==> config.mk <==
export PLATFORM = sky130hd
export DESIGN_NAME = fifo_rd_ctrl_flat
export DESIGN_NICKNAME = d
export VERILOG_FILES = /design/src/rtl/fifo_pkg.sv /design/src/rtl/fifo_rd_ctrl_if.sv /design/src/rtl/fifo_rd_out_reg.sv /design/src/rtl/fifo_rd_ctrl.sv /design/src/flat_wrapper.sv
export SDC_FILE = /design/constraint.sdc
export NUM_CORES = 1
export LEC_CHECK = 0
export CORE_ASPECT_RATIO = 0.7
export CORE_MARGIN = 1
export CORE_UTILIZATION = 46
export CTS_CLUSTER_DIAMETER = 100
export DETAILED_ROUTE_END_ITERATION = 16
export GPL_TIMING_DRIVEN = 0
export PLACE_DENSITY = 0.89
export SETUP_SLACK_MARGIN = 0.2
export SLEW_MARGIN = 20
export SYNTH_ARGS = -nofsm -noshare
export SYNTH_HDL_FRONTEND = slang
export SYNTH_SLANG_ARGS = --single-unit
==> constraint.sdc <==
create_clock -name clk -period 3.8 [get_ports clk]
set_input_delay 0.57 -clock clk [delete_from_list [all_inputs] [get_ports clk]]
set_output_delay 0.57 -clock clk [all_outputs]
set_load 0.02 [all_outputs]
### Met1 routing, run 1

The bar under the picture is 20 um long.
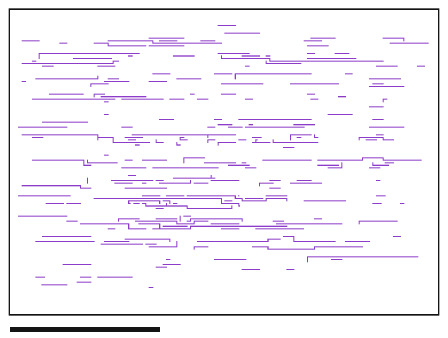
118 nets have wire on it. The layer carries 803 um of wire. The layer holds 43% of the routed length. The wires run mostly horizontal. The longest straight run is 17.0 um.
routed wire length: 1870 um
via count: 664
met1 Use GR: 0.247

### Signal wires on met2, run 1

The bar under the picture is 20 um long. Cells faint in the background.
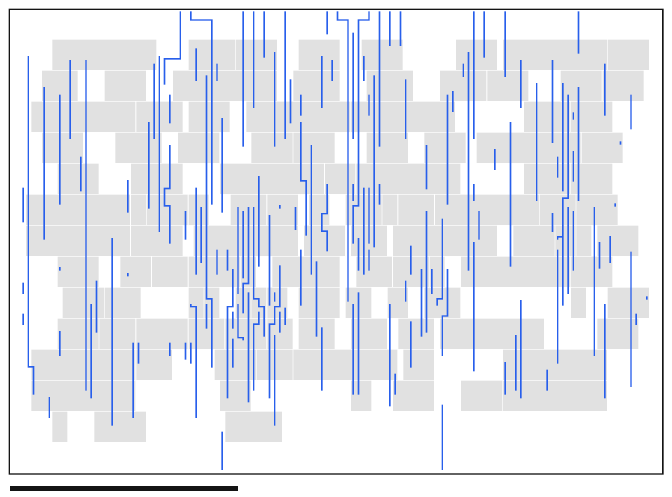
The layer carries 931 um of wire. The longest straight run is 28.9 um. The wires run mostly vertical. The layer holds 50% of the routed length.
met2 Use GR: 0.297

### Metal 3, run 1

The bar under the picture is 20 um long. Cells faint in the background.
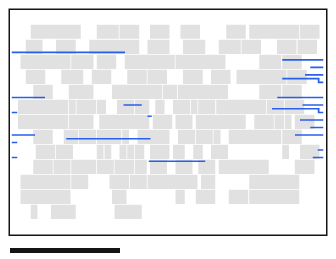
The layer carries 114 um of wire. The longest straight run is 20.2 um. The wires run mostly horizontal. The layer holds 6.1% of the routed length.
M3 GR Usage: 0.0694

==> impl_metrics.ini, run 1 <==
; synthesis and place-and-route metrics
[floorplan]
die_area_um2 = 2330
rows = 13
coreArea_um2 = 1940
dieWidth_um = 57.2
fp-utilization = 0.507

[final_layout]
clkbuf_count = 4
final_cell_count_no_fill = 136
combGateArea_um2 = 418
seq_area_um2 = 527
buf_share = 0.261
comb_cells = 48
finish.utilization = 0.711
largest_class = flip-flops and latches
n_antenna_cell = 0
sh_seq_area = 0.383
finalInstanceArea_um2 = 1380
area_growth_syn_to_layout_pct = 40.1

[yosys]
fp_nets = 96
yosysWarningCount = 0
synth_flops = 21
async_flop_share = 1.00
synth_area_um2 = 982
ys_sh_xor = 0.159
ys_cells = 76
edf_count = 0
ys.flop_type = dfrtp_1
synth_top_area_share = 0.510
yosys_area_um2 = 982
synthAoiAreaFrac = 0.0433

[pwr]
pg_clk_mw = 0.105
top_power_group = combinational logic
finalPower_mw = 1.11
p_sw_mw = 0.443
p_comb_frac = 0.583
clkPwrFrac = 0.095
vdd_drop_max_mv = 0.509
intPower_mw = 0.663

[critical_path]
slowest_delay_ps = 490
cp-start-kind = input port
critPathSlowestCell = clkdlybuf4s50_1
worstSetupPathType = input port to flop
crit_arrival_ps = 3020
crit_chain = clkdlybuf4s50_1, inv_1, a21oi_2, ha_1, ha_1, xor2_2, a21boi_0, nor3_1, xor2_1
path_buffers = 2
cp.depth = 9
crit_family = AND-OR/OR-AND gates
critPathCaptureType = flop

[cts]
clock-root-buffer = clkbuf_4
cts_max_path_buffers = 2
cts.sinks = 21
cts_resized = 0
clkLatencyLatePin_ps = 300
cts_inserted_buffers = 3
clk_pin_slew_worst_paths_ps = 110

[outcome]
status = complete, but fails checks
violations = DRC

[route]
dr.pass1.iters = 9
drcViolationCount = 4
vias_per_cell = 4.88
ant_nets = 0

[sta]
final.period_utilization = 0.734
min_period_ps = 2790
worstMarginPinSlew_ps = 892
max-slew-margin-rel = 0.404

[min_path]
hold_class = flop to flop
hold_path_depth = 1

[global_route]
antenna_found_initial = 0

[placed_design]
dp_hpwl_um = 1470
gp_congestion = 0.696
## run 1: metal layers
layer	vias to the layer above	GRT usage	routed length, um	share of wire
met1	311	0.247	803	0.43
met2	21	0.297	931	0.50
met5	-	0	0	0
met3	5	0.0694	114	0.061
met4	0	0.0549	17	0.0091
li1	327	-	-	-
## run 1: worst reg2reg max path: stages (launching register included)
cell	delay (ps)
dfrtp_1	420
a21oi_2	450
ha_1	250
ha_1	220
xor2_2	340
a21boi_0	170
nor3_1	280
xor2_1	180
## run 1: cell families after synthesis
logic type / count (synthesis)
AOI/OAI and AO/OA: 6
xor gates and xnor gates: 17
adders and majority gates: 5
buffers and inverters: 7
DFF: 21
muxes: 10
and+or+nand+nor: 10
--- run 2 (diff from run 1) ---
- CORE_UTILIZATION: 46 -> 43
- PLACE_DENSITY: 0.89 -> 0.85
- clock period: 3.8 -> 2.7 ns (I/O delays scaled with it)
### Cell density map, run 2

The die is cut into 12 by 8 equal tiles; white is low, dark blue is high, 0 to 100% covered.
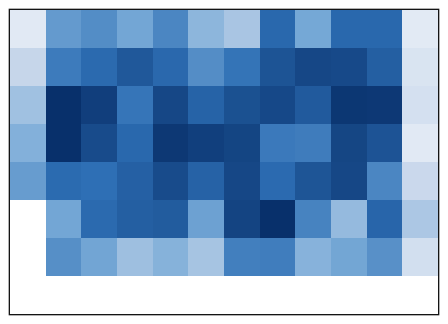
The fullest tile reaches 100%. 15% of the tiles are nearly empty. The mean over all tiles is 57%.
core area: 2150 um^2
Core Util, Final: 0.681
floorplan core density: 0.456

==> run 2 against run 1 <==
The flow now finishes without violations. Design area rose by 6.6%. Clock power up 38%. Sequential power grew 44%. Routed wire length increased by 17%. Sequential cell count unchanged. Synthesized cell count did not move. Largest power group unchanged. Highest routed layer unchanged. Clock skew rose by 1.8 ps.
==> impl_metrics.ini, run 2 <==
; synthesis and place-and-route metrics
[outcome]
status = completed

[critical_path]
path_buffers = 2
crit_family = buffers and inverters
slowest_delay_ps = 480
critPathSlowestCell = clkdlybuf4s50_1
critPathCaptureType = flop
crit_required_ps = 2930
critPathMaxFanout = 8
rr_worst_depth = 7
rrSetupSlack_ps = 530
crit_chain = clkdlybuf4s50_1, inv_1, a21oi_4, ha_1, ha_1, xor2_4, a21boi_0, nor3_1, xor2_1
cp_common_cell = ha_1
cp.depth = 9
cp-start-kind = input port
crit_arrival_ps = 2630
worstSetupPathType = input port to flop

[floorplan]
rows = 14
ioPinCount = 36
dieWidth_um = 59.1
die_area_um2 = 2480
die_h_um = 42.0

[route]
ant_nets = 0
post_drt_wl_per_cell_um = 14.3
wl_met3_um = 127
top_layer = met4
drcViolationCount = 0
vias_per_cell = 4.78
met1Wirelength_um = 916
wl_met2_um = 1110
drtIter0Drc = 7
dr.pass1.iters = 5

[final_layout]
finalNetCount = 142
final_cell_count_no_fill = 153
area_growth_syn_to_layout_pct = 49.4
mostFrequentLayoutCells = clkdlybuf4s50_1 (34), dfrtp_1 (20), xor2_1 (9), mux2_2 (8), buf_4 (7)
drive_gt1_frac = 0.198
largest_reg_flops = 8
layout_top_cell = clkdlybuf4s50_1
finalInstanceArea_um2 = 1470
n_antenna_cell = 0

[global_route]
use_met3 = 0.0648
grt_pass1_vias = 710
grt_util_met2 = 0.311
grt_pass1_wl_um = 3440
busiest_layer = met2
antenna_found_initial = 0
grt_max_degree = 22
grt.total_usage = 0.194
grt-ovfl-total = 0

[sta]
worstMarginPinSlew_ps = 910
max-slew-margin-rel = 0.392
fmax_mhz = 416
final-max-slew-violation-count = 0
setup_slack_ps = 296
timing.hold.ws_ps = 511
hold_viol_final = 0
final.period_utilization = 0.891
clock_skew_ps = 3.15
finalSetupViolCount = 0
min_period_ps = 2400
rsz0062_at_grt = false
tns_ps = 0

[cts]
cts_setup_buffers = 0
cts_resized = 1
postCtsHoldBufs = 0
clkLatencyLatePin_ps = 300
cts_max_path_buffers = 2
cts_tree = built
clock-root-buffer = clkbuf_4
clk_pin_slew_worst_paths_ps = 100
cts_inserted_buffers = 3
h-tree-depth = 1
cts.sinks = 21

[placed_design]
gp_congestion = 0.699
numPortBuffers = 34
dpl_cell_area_um2 = 1360
dp_hpwl_um = 1600
dpl_worst_slack_ps = -262
post-place-cells = 142

[yosys]
synth.mux.area_fraction = 0.112
synth_flops = 21
ys_sh_xor = 0.159
synth_area_um2 = 982
ys_types = 22
top_cell = dfrtp_1
synthAoiAreaFrac = 0.0433
adder_share = 0.0637
top_area_cell = dfrtp_1
async_flop_share = 1.00
synth_seq_share = 0.536
yosys_area_um2 = 982
yosys-top-cells-count = dfrtp_1 (20), xor2_1 (10), mux2_2 (8), xnor2_1 (6)
edf_count = 0
syn_inst = 76
fp_nets = 96
top_cells_by_area = dfrtp_1 (51%), mux2_2 (9.2%), xor2_1 (8.9%)
avgSynthCellArea_um2 = 12.9
yosysWarningCount = 0
ys.flop_type = dfrtp_1
ys_cells = 76
ys_sh_simple = 0.0471
synth_top_area_share = 0.510
logic_family = XOR/XNOR gates

[pwr]
clkPwrFrac = 0.089
intPower_mw = 0.959
finalPower_mw = 1.62
p_sw_mw = 0.661
comb_cell_power_mw = 0.961
p_per_area_nw_per_um2 = 1100
pg_seq_mw = 0.515
top_power_group = combinational logic
p_comb_frac = 0.593
vdd_drop_max_mv = 0.592
pg_clk_mw = 0.145
power_leakage_nw = 0.639
pwr-share-seq = 0.318
swShare = 0.408

[min_path]
hold_class = flop to flop
hold_path_depth = 1

[run]
tool_warnings = 27
maxCapViolCount = 0
### Met1 routing, run 2

The bar under the picture is 20 um long.
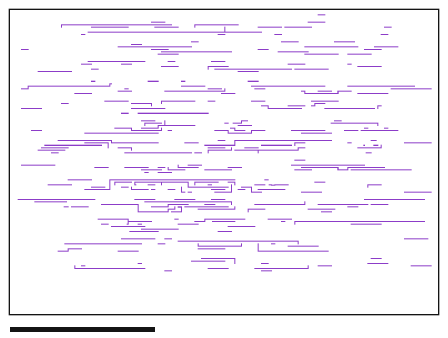
The wires run mostly horizontal. The longest straight run is 23.9 um. The layer holds 42% of the routed length. 125 nets have wire on it. The layer carries 917 um of wire.
met1 Use GR: 0.245
via count: 732
routed wire length: 2190 um

-- run 2: worst register-to-register path: cells and delay by family, from the launching register on --
kind,cells,cell delay (ps)
adder cells (fa/ha/maj),2,500
AND-OR/OR-AND,2,420
XOR/XNOR,2,480
flip-flops,1,430
AND/OR/NAND/NOR,1,270
-- run 2: final cells by class --
cell class              count  area (um^2)
plain buffers               2         18.8
clock buffers               4         26.3
fillers                   166          687
inverters                   5         18.8
multi-input cells          48          444
flip-flops and latches     21          527
well taps                  32         40.0
repair buffers             41          393
-- run 2: logic make-up (layout without fill, tap and decap cells) --
family,Yosys count,count (layout)
flops,21,21
xor+xnor,17,17
mux,10,10
simple gates,10,10
buf+inv,7,52
compound gates,6,6
fa+ha+maj,5,5
Power and IR drop assume default switching activity.
